==> src/rtl/rr_grant_scheduler_pkg.sv <==
// Shared constants for the round-robin grant scheduler: default sizing and
// FSM state encoding.
package rr_grant_scheduler_pkg;

    localparam int DEF_N        = 8;
    localparam int DEF_IDW      = 3;
    localparam int DEF_MAX_HOLD = 16;

    typedef logic [1:0] state_t;

    localparam state_t ST_IDLE  = 2'd0;
    localparam state_t ST_GRANT = 2'd1;
    localparam state_t ST_GAP   = 2'd2;

endpackage

==> src/rtl/rr_grant_scheduler_prio_encoder.sv <==
// Rotating priority encoder: finds the first set request scanning upward from
// ptr and wrapping, returning its absolute index.
module rr_prio_encoder #(
    parameter int N   = 8,
    parameter int IDW = 3
) (
    input  logic [N-1:0]   req,
    input  logic [IDW-1:0] ptr,
    output logic           found,
    output logic [IDW-1:0] idx
);

    logic [N-1:0]   rot;
    logic [IDW-1:0] off;

    // rot[i] is the requester i positions after ptr; index arithmetic wraps mod N.
    always_comb begin
        rot = '0;
        for (int i = 0; i < N; i++) begin
            rot[i] = req[IDW'(i) + ptr];
        end
    end

    always_comb begin
        found = 1'b0;
        off   = '0;
        for (int i = N - 1; i >= 0; i--) begin
            if (rot[i]) begin
                found = 1'b1;
                off   = IDW'(i);
            end
        end
        idx = off + ptr;
    end

endmodule

==> src/rtl/rr_grant_scheduler.sv <==
// Round-robin owner scheduler: grants one requester, holds while its request
// stays high, revokes it after MAX_HOLD cycles, then rotates priority.
module rr_grant_scheduler
    import rr_grant_scheduler_pkg::*;
#(
    parameter int N        = DEF_N,
    parameter int IDW      = DEF_IDW,
    parameter int MAX_HOLD = DEF_MAX_HOLD
) (
    input  logic           clk,
    input  logic           rst,
    input  logic [N-1:0]   req,
    output logic [N-1:0]   grant,
    output logic [IDW-1:0] grant_id,
    output logic           grant_valid,
    output logic           preempt,
    output logic [1:0]     state_dbg
);

    localparam int HCW = (MAX_HOLD < 1) ? 1 : $clog2(MAX_HOLD + 1);

    state_t         state_q;
    state_t         state_d;
    logic [IDW-1:0] ptr;
    logic [IDW-1:0] ptr_d;
    logic [HCW-1:0] hold_cnt;
    logic [HCW-1:0] hold_d;
    logic [N-1:0]   grant_d;
    logic [IDW-1:0] grant_id_d;
    logic           preempt_d;

    logic           win_found;
    logic [IDW-1:0] win_idx;
    logic           owner_req;
    logic           timeout;

    rr_prio_encoder #(
        .N   (N),
        .IDW (IDW)
    ) u_prio_encoder (
        .req   (req),
        .ptr   (ptr),
        .found (win_found),
        .idx   (win_idx)
    );

    assign owner_req = req[grant_id];
    assign timeout   = (MAX_HOLD != 0) && (hold_cnt == HCW'(MAX_HOLD));

    always_ff @(posedge clk) begin
        if (rst) begin
            state_q <= ST_IDLE;
        end else begin
            state_q <= state_d;
        end
    end

    always_comb begin
        state_d = state_q;
        case (state_q)
            ST_IDLE:  if (win_found) state_d = ST_GRANT;
            ST_GRANT: if (!owner_req || timeout) state_d = ST_GAP;
            ST_GAP:   state_d = ST_IDLE;
            default:  state_d = ST_IDLE;
        endcase
    end

    // A release takes priority over a timeout, so a request dropping on the
    // final hold cycle never raises preempt.
    always_comb begin
        grant_d    = grant;
        grant_id_d = grant_id;
        ptr_d      = ptr;
        hold_d     = hold_cnt;
        preempt_d  = 1'b0;
        case (state_q)
            ST_IDLE: begin
                if (win_found) begin
                    grant_d    = {{(N-1){1'b0}}, 1'b1} << win_idx;
                    grant_id_d = win_idx;
                    hold_d     = HCW'(1);
                end
            end
            ST_GRANT: begin
                if (!owner_req || timeout) begin
                    grant_d   = '0;
                    ptr_d     = grant_id + 1'b1;
                    preempt_d = owner_req;
                end else if (hold_cnt != {HCW{1'b1}}) begin
                    hold_d = hold_cnt + 1'b1;
                end
            end
            default: begin
                grant_d = '0;
            end
        endcase
    end

    always_ff @(posedge clk) begin
        if (rst) begin
            grant    <= '0;
            grant_id <= '0;
            ptr      <= '0;
            hold_cnt <= '0;
            preempt  <= 1'b0;
        end else begin
            grant    <= grant_d;
            grant_id <= grant_id_d;
            ptr      <= ptr_d;
            hold_cnt <= hold_d;
            preempt  <= preempt_d;
        end
    end

    assign grant_valid = |grant;
    assign state_dbg   = state_q;

endmodule
==> config.mk <==
export PLATFORM = sky130hd
export DESIGN_NAME = rr_grant_scheduler
export DESIGN_NICKNAME = d
export VERILOG_FILES = /design/src/rtl/rr_grant_scheduler_pkg.sv /design/src/rtl/rr_grant_scheduler_prio_encoder.sv /design/src/rtl/rr_grant_scheduler.sv
export SDC_FILE = /design/constraint.sdc
export NUM_CORES = 1
export LEC_CHECK = 0
export CAP_MARGIN = 15
export CORE_MARGIN = 5
export CORE_UTILIZATION = 55
export CTS_CLUSTER_SIZE = 10
export DETAILED_ROUTE_END_ITERATION = 10
export GPL_ROUTABILITY_DRIVEN = 0
export PLACE_DENSITY = 0.8
export SYNTH_ARGS = -nofsm -noshare
export SYNTH_HDL_FRONTEND = slang
export SYNTH_SLANG_ARGS = --single-unit
==> constraint.sdc <==
create_clock -name clk -period 4.5 [get_ports clk]
set_input_delay 0.675 -clock clk [delete_from_list [all_inputs] [get_ports clk]]
set_output_delay 0.675 -clock clk [all_outputs]
set_load 0.03 [all_outputs]
==> results.py, run 1 <==
# Physical implementation metrics
metrics = {
    "route": {
        "drt_iter0_markers": 89,
        "post_detailed_route_via_to_cell_ratio": 6.199,
        "pre_antenna_drt_iters": 4,
        "vias": 1525,
    },
    "critical_path": {
        "critical_path_class": "reg -> reg",
        "cp_max_fo": 12,
        "crit_path_cell_trace": "inv_1, ha_1, mux2i_1, mux2i_1, o221ai_1, buf_4, a21boi_0, nand2b_1, a221oi_1, ha_1, inv_1, fa_1, nor3b_1, nand2_1, o2bb2ai_1",
    },
    "cells_and_area": {
        "final_layout_size_suffix_gt1_share_pct": 15.35,
        "non_clock_inverter_count": 11,
        "antennaDiodeCount": 0,
        "postLayoutCoreUtil_pct": 67.44,
        "buffers_excl_clock": 27,
        "logic_area_um2": 1240,
        "num-nets-final": 221,
        "final_area_um2": 2076,
    },
    "logic_synthesis": {
        "syn-cell-area_um2": 1777,
        "cell_count_after_synthesis": 180,
        "post_synth_num_cell_types": 56,
        "yosys_warnings": 0,
        "ys_cells": 180,
        "enable_flop_cells": 0,
        "synth_top_cell_by_count": "sky130_fd_sc_hd__dfxtp_1",
        "synth-seq-cells": 22,
        "avgSynthCellArea_um2": 9.871,
        "synth.largest_area_cell": "sky130_fd_sc_hd__dfxtp_1",
    },
    "pwr": {
        "switching_share_pct": 47.96,
        "power.clock.fraction_pct": 7.7,
        "power_per_cell_area_nw_per_um2": 683.5,
        "clock_power_uw": 109,
    },
    "floorplan": {
        "ios": 25,
        "die_width_um": 66.84,
    },
    "clock_network": {
        "h-tree-depth": 1,
        "cts_setup_buffers": 0,
        "tritoncts_buffer_count": 3,
        "cts.repair.resized": 0,
    },
    "timing": {
        "fin_ws_ns": 0.6143,
        "timing_hold_violations_final": 0,
        "timing.final.crit_share_pct": 86.35,
    },
    "status": {
        "status": "finished clean",
    },
    "global_routing": {
        "grt_antenna_before_repair": 0,
    },
    "placement": {
        "port_buffers": 24,
    },
}
-- run 1: kinds of logic after synthesis --
group	after synthesis	synth area share (%)
simple gates	53	17.18
flops	22	24.79
buf+inv	20	5.422
xor+xnor	6	4.437
fa+ha+maj	8	6.056
compound gates	41	17.33
mux	30	24.79
-- run 1: path summary, 6_finish.rpt --
check,endpoint,cells past startpoint
max,grant[0],15
min,hold_cnt[4],2
max reg2reg,grant[0],15
min reg2reg,hold_cnt[4],2
-- run 1: sequential cells by signal, summed over array words and instances, names as in the netlist --
name,flops
grant,8
grant_id,3
hold_cnt,5
preempt,1
ptr,3
state_dbg,2
-- run 1: routing by layer --
metal	track usage, %	routed length (µm)	up-vias
met2	35.02	2081	38
met1	25.08	1786	757
met3	4.216	145	4
met4	3.046	24	0
li1	-	-	726
met5	0	0	-
Fig. 1: run 1, met3 routing
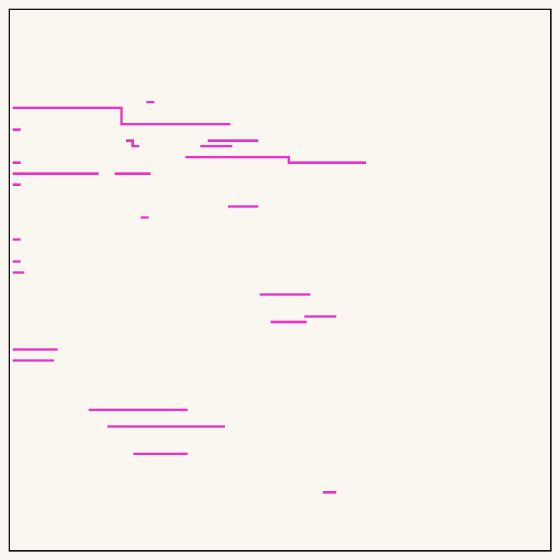
wire length on this layer: 145 µm
share of all routed wire: 3.6%
longest straight run: 14.3 µm
nets with wire on the layer: 23

Fig. 2: run 1, met2 routing
Scale bar: 20 µm.
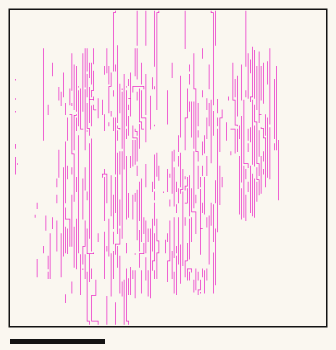
main direction: vertical
longest straight run: 24.8 µm
wire length on this layer: 2080 µm

Fig. 3: run 1, wiring by layer
Scale bar: 20 µm. Two of the layers only.
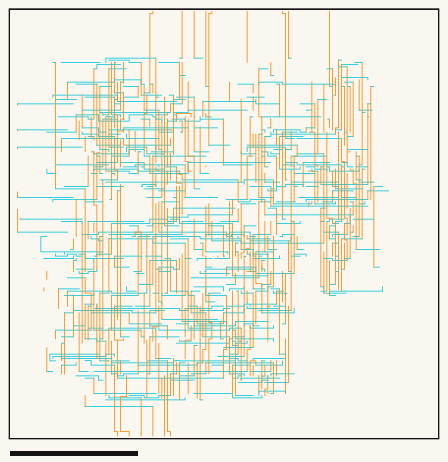
legend:
  met1:
    color: cyan
    wire_length: 1790 µm
  met2:
    color: orange
    wire_length: 2080 µm

Fig. 4: run 1, floorplan with the power grid
Scale bar: 20 µm. Pins as bars on the die edge.
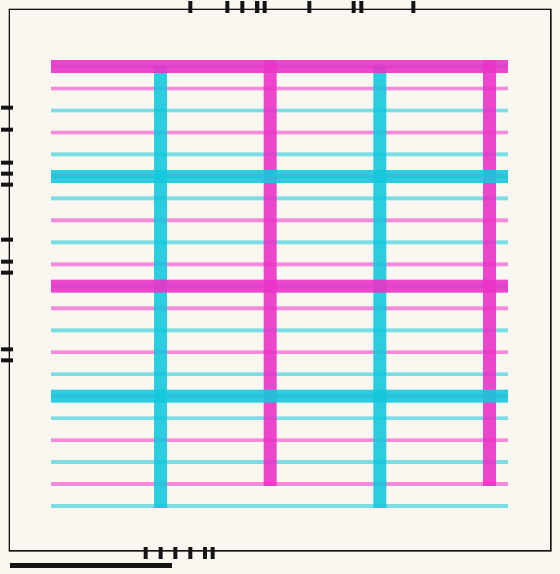

--- run 2 (diff from run 1) ---
Settings changed: CORE_MARGIN 5 to unset, HOLD_SLACK_MARGIN set to 0.08.
Fig. 5: run 2, floorplan with the power grid
Scale bar: 20 µm. Pins as bars on the die edge.
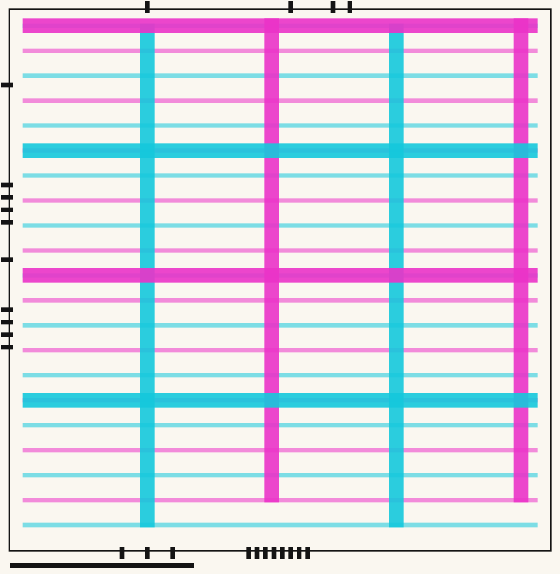
legend:
  VDD:
    color: magenta
  VSS:
    color: cyan
met1 rails: 21
signal pins: 25
rows: 20
met5 straps: 4

Fig. 6: run 2, wiring by layer
Scale bar: 20 µm. Two of the layers only.
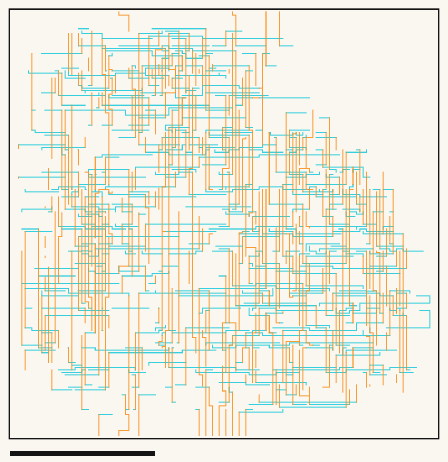
legend:
  met2:
    color: orange
    wire_length: 2130 µm
  met1:
    color: cyan
    wire_length: 1780 µm

==> results.py, run 2 <==
# Physical implementation metrics
metrics = {
    "status": {
        "status": "finished clean",
    },
    "logic_synthesis": {
        "synth.area.mux_share_pct": 24.79,
        "synth-seq-cells": 22,
        "post_synth_and_or_nand_nor_area_fraction_pct": 17.18,
        "post_synthesis_compound_gate_area_fraction_pct": 17.32,
        "enable_flop_cells": 0,
        "yosys_warnings": 0,
        "ys_cells": 180,
        "netlist_logic_family_top": "multiplexers",
        "post_synth_num_cell_types": 56,
        "cell_count_after_synthesis": 180,
        "yosys.area_share.adder_pct": 6.056,
        "synth.largest_area_cell": "sky130_fd_sc_hd__dfxtp_1",
    },
    "route": {
        "post_detailed_route_via_to_cell_ratio": 6.248,
        "pre_antenna_drt_iters": 4,
        "met2RoutedLength_um": 2127,
        "vias": 1537,
        "met3_wirelength_um": 175,
        "drt_iter0_markers": 95,
    },
    "placement": {
        "port_buffers": 24,
    },
    "cells_and_area": {
        "postLayoutCoreUtil_pct": 67.99,
        "final_area_um2": 2076,
        "logic_area_um2": 1240,
        "largest_register_ffs": 8,
        "largest_registers": "grant (8), hold_cnt (5)",
        "final_layout_size_suffix_gt1_share_pct": 15.35,
        "antennaDiodeCount": 0,
    },
    "global_routing": {
        "grt.met3_usage_pct": 3.297,
        "use_met2_pct": 43.02,
        "grt_use_met1_pct": 32.16,
        "most_utilized_layer_in_the_global_route_result": "met2",
    },
    "pwr": {
        "clock_power_uw": 106,
        "switching_share_pct": 47.95,
        "power.clock.fraction_pct": 7.5,
        "power_per_cell_area_nw_per_um2": 683.9,
    },
    "clock_network": {
        "cts.repair.resized": 0,
        "h-tree-depth": 1,
        "tritoncts_buffer_count": 3,
    },
    "timing": {
        "timing.final.crit_share_pct": 85.17,
    },
    "critical_path": {
        "critical_path.endpoint": "grant[2]",
        "r2r.worst_path.cells": 13,
        "critical_path_class": "reg -> reg",
    },
    "min_path": {
        "whs_path_depth": 1,
    },
    "floorplan": {
        "ios": 25,
        "die_width_um": 58.84,
    },
}
Fig. 7: run 2, met3 routing
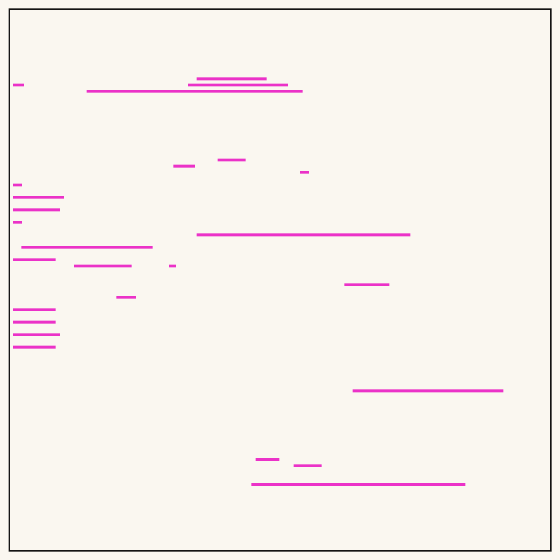
nets with wire on the layer: 23
share of all routed wire: 4.3%
longest straight run: 23.2 µm
main direction: horizontal

[run 2: cell counts after synthesis]
Identical to the previous run, type by type.
[run 2: worst min-delay path by stage]
stage           startpoint           to  slack [ns]
2_1_floorplan  hold_cnt[3]  hold_cnt[3]        0.47
3_3_place_gp      grant[0]     grant[0]        0.48
3_5_place_dp      grant[0]     grant[0]        0.49
4_1_cts           grant[0]     grant[0]        0.50
5_1_grt           grant[0]     grant[0]        0.53
6_report          grant[0]     grant[0]        0.50
[run 2: layout make-up]
type	count	share of cell area, %
inverter	11	1.989
sequential	22	21.22
timing repair buffer	27	12.66
multi-input combinational	138	59.73
tap	44	2.652
clock buffer	4	1.748
Fig. 8: run 2, clock wiring as the flow saved it
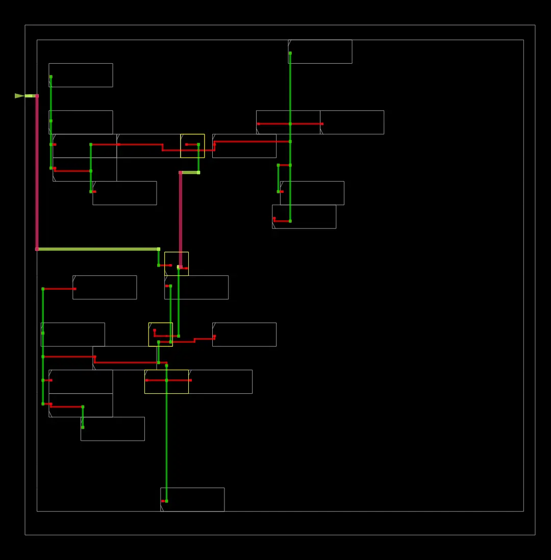

--- run 3 (diff from run 2) ---
Settings changed: CORE_UTILIZATION 55 to 30, PLACE_DENSITY 0.8 to unset.
Fig. 9: run 3, clock wiring as the flow saved it
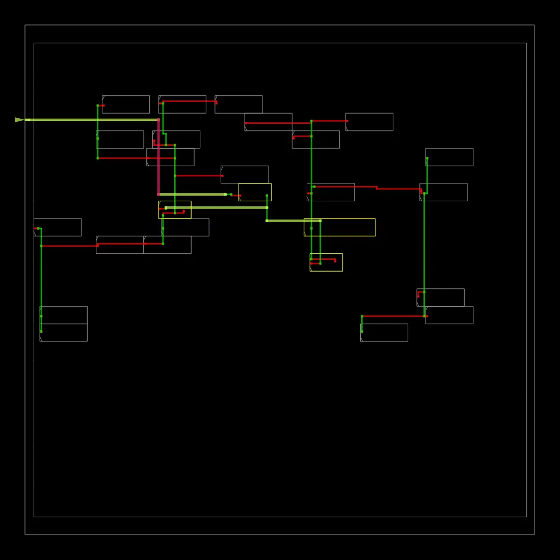
clk ins delay skew pair: 0.26 ns
TritonCTS buffer count: 3
worst clock skew: 0.001252 ns
TritonCTS Sinks: 22

Fig. 10: run 3, met3 routing
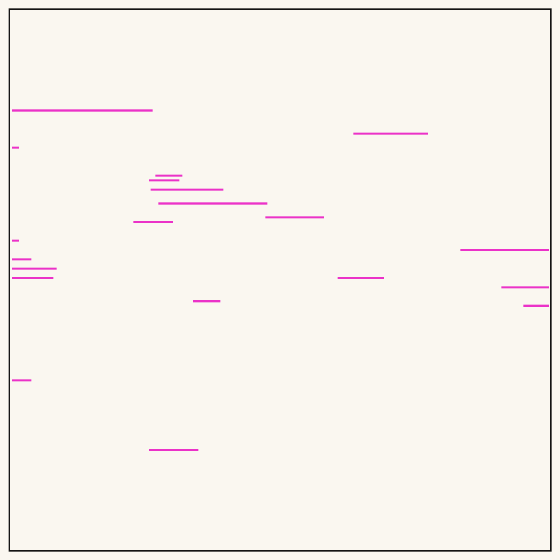
longest straight run: 20.2 µm
nets with wire on the layer: 16
wire length on this layer: 137 µm

Fig. 11: run 3, met2 routing
Scale bar: 20 µm.
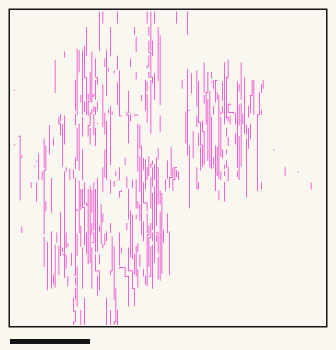
wire length on this layer: 1910 µm
main direction: vertical
nets with wire on the layer: 186
longest straight run: 26.5 µm
share of all routed wire: 48%

==> results.py, run 3 <==
# Physical implementation metrics
metrics = {
    "cells_and_area": {
        "area_dominant_class": "multi-input combinational cells",
        "commonest_non_fill_non_tap_cell_in_the_layout": "sky130_fd_sc_hd__clkdlybuf4s50_1",
        "area.share.combinational_pct": 57.78,
        "comb.multi_input.count": 138,
        "final_layout_size_suffix_gt1_share_pct": 15.35,
        "largest_register_ffs": 8,
        "seq-cell-share_pct": 20.52,
        "antennaDiodeCount": 0,
        "postLayoutCoreUtil_pct": 38.26,
        "seq_cells": 22,
        "buffers_excl_clock": 27,
        "largest_registers": "grant (8), hold_cnt (5)",
        "layout.nonclk_buf_share_pct": 12.24,
        "clk_share_pct": 3.324,
        "logic_area_um2": 1240,
        "final_area_um2": 2146,
    },
    "clock_network": {
        "h-tree-depth": 1,
        "cts.repair.resized": 0,
    },
    "route": {
        "post_detailed_route_via_to_cell_ratio": 5.369,
        "pre_antenna_drt_iters": 4,
        "met3_wirelength_um": 136,
        "drt_iter0_markers": 74,
        "vias": 1471,
    },
    "global_routing": {
        "grt.met3_usage_pct": 2.759,
        "use_met2_pct": 21.91,
        "grt_use_met1_pct": 19.33,
        "most_utilized_layer_in_the_global_route_result": "met2",
    },
    "logic_synthesis": {
        "post_synth_num_cell_types": 56,
        "ys_cells": 180,
        "netlist_logic_family_top": "multiplexers",
        "synth.area.mux_share_pct": 24.79,
        "yosys_warnings": 0,
        "synth-seq-cells": 22,
        "post_synth_and_or_nand_nor_area_fraction_pct": 17.18,
        "post_synthesis_compound_gate_area_fraction_pct": 17.32,
        "cell_count_after_synthesis": 180,
        "yosys.area_share.adder_pct": 6.056,
        "synth.largest_area_cell": "sky130_fd_sc_hd__dfxtp_1",
    },
    "pwr": {
        "power_per_cell_area_nw_per_um2": 694.4,
        "switching_share_pct": 45.78,
        "clock_power_uw": 184,
    },
    "placement": {
        "port_buffers": 24,
    },
    "floorplan": {
        "tap_cells": 72,
        "die_width_um": 78.96,
        "ios": 25,
    },
    "status": {
        "status": "finished clean",
    },
}
-- run 3: netlist changes by cell type in the layout (fill, tap and decap cells not counted), sizes merged --
| cell | delta |
|---|---|
| clkbuf | -1 |
| bufinv | +1 |
-- run 3: worst paths after layout --
path | from | end | slack (ns) | depth (start not counted)
worst max-delay path | req[5] | grant[7] | 0.73 | 13
worst min-delay path | grant[4] | grant[4] | 0.50 | 1
worst max register to register | ptr[0] | grant[7] | 0.75 | 13
worst min register to register | grant[4] | grant[4] | 0.50 | 1
-- run 3: cell families after synthesis --
| family | Yosys count |
|---|---|
| and+or+nand+nor | 53 |
| AOI/OAI and AO/OA | 41 |
| muxes | 30 |
| DFF | 22 |
| buffers and inverters | 20 |
| adders and majority gates | 8 |
| xor gates and xnor gates | 6 |
Power figures rest on the tool's default switching activity, not on a simulated workload.
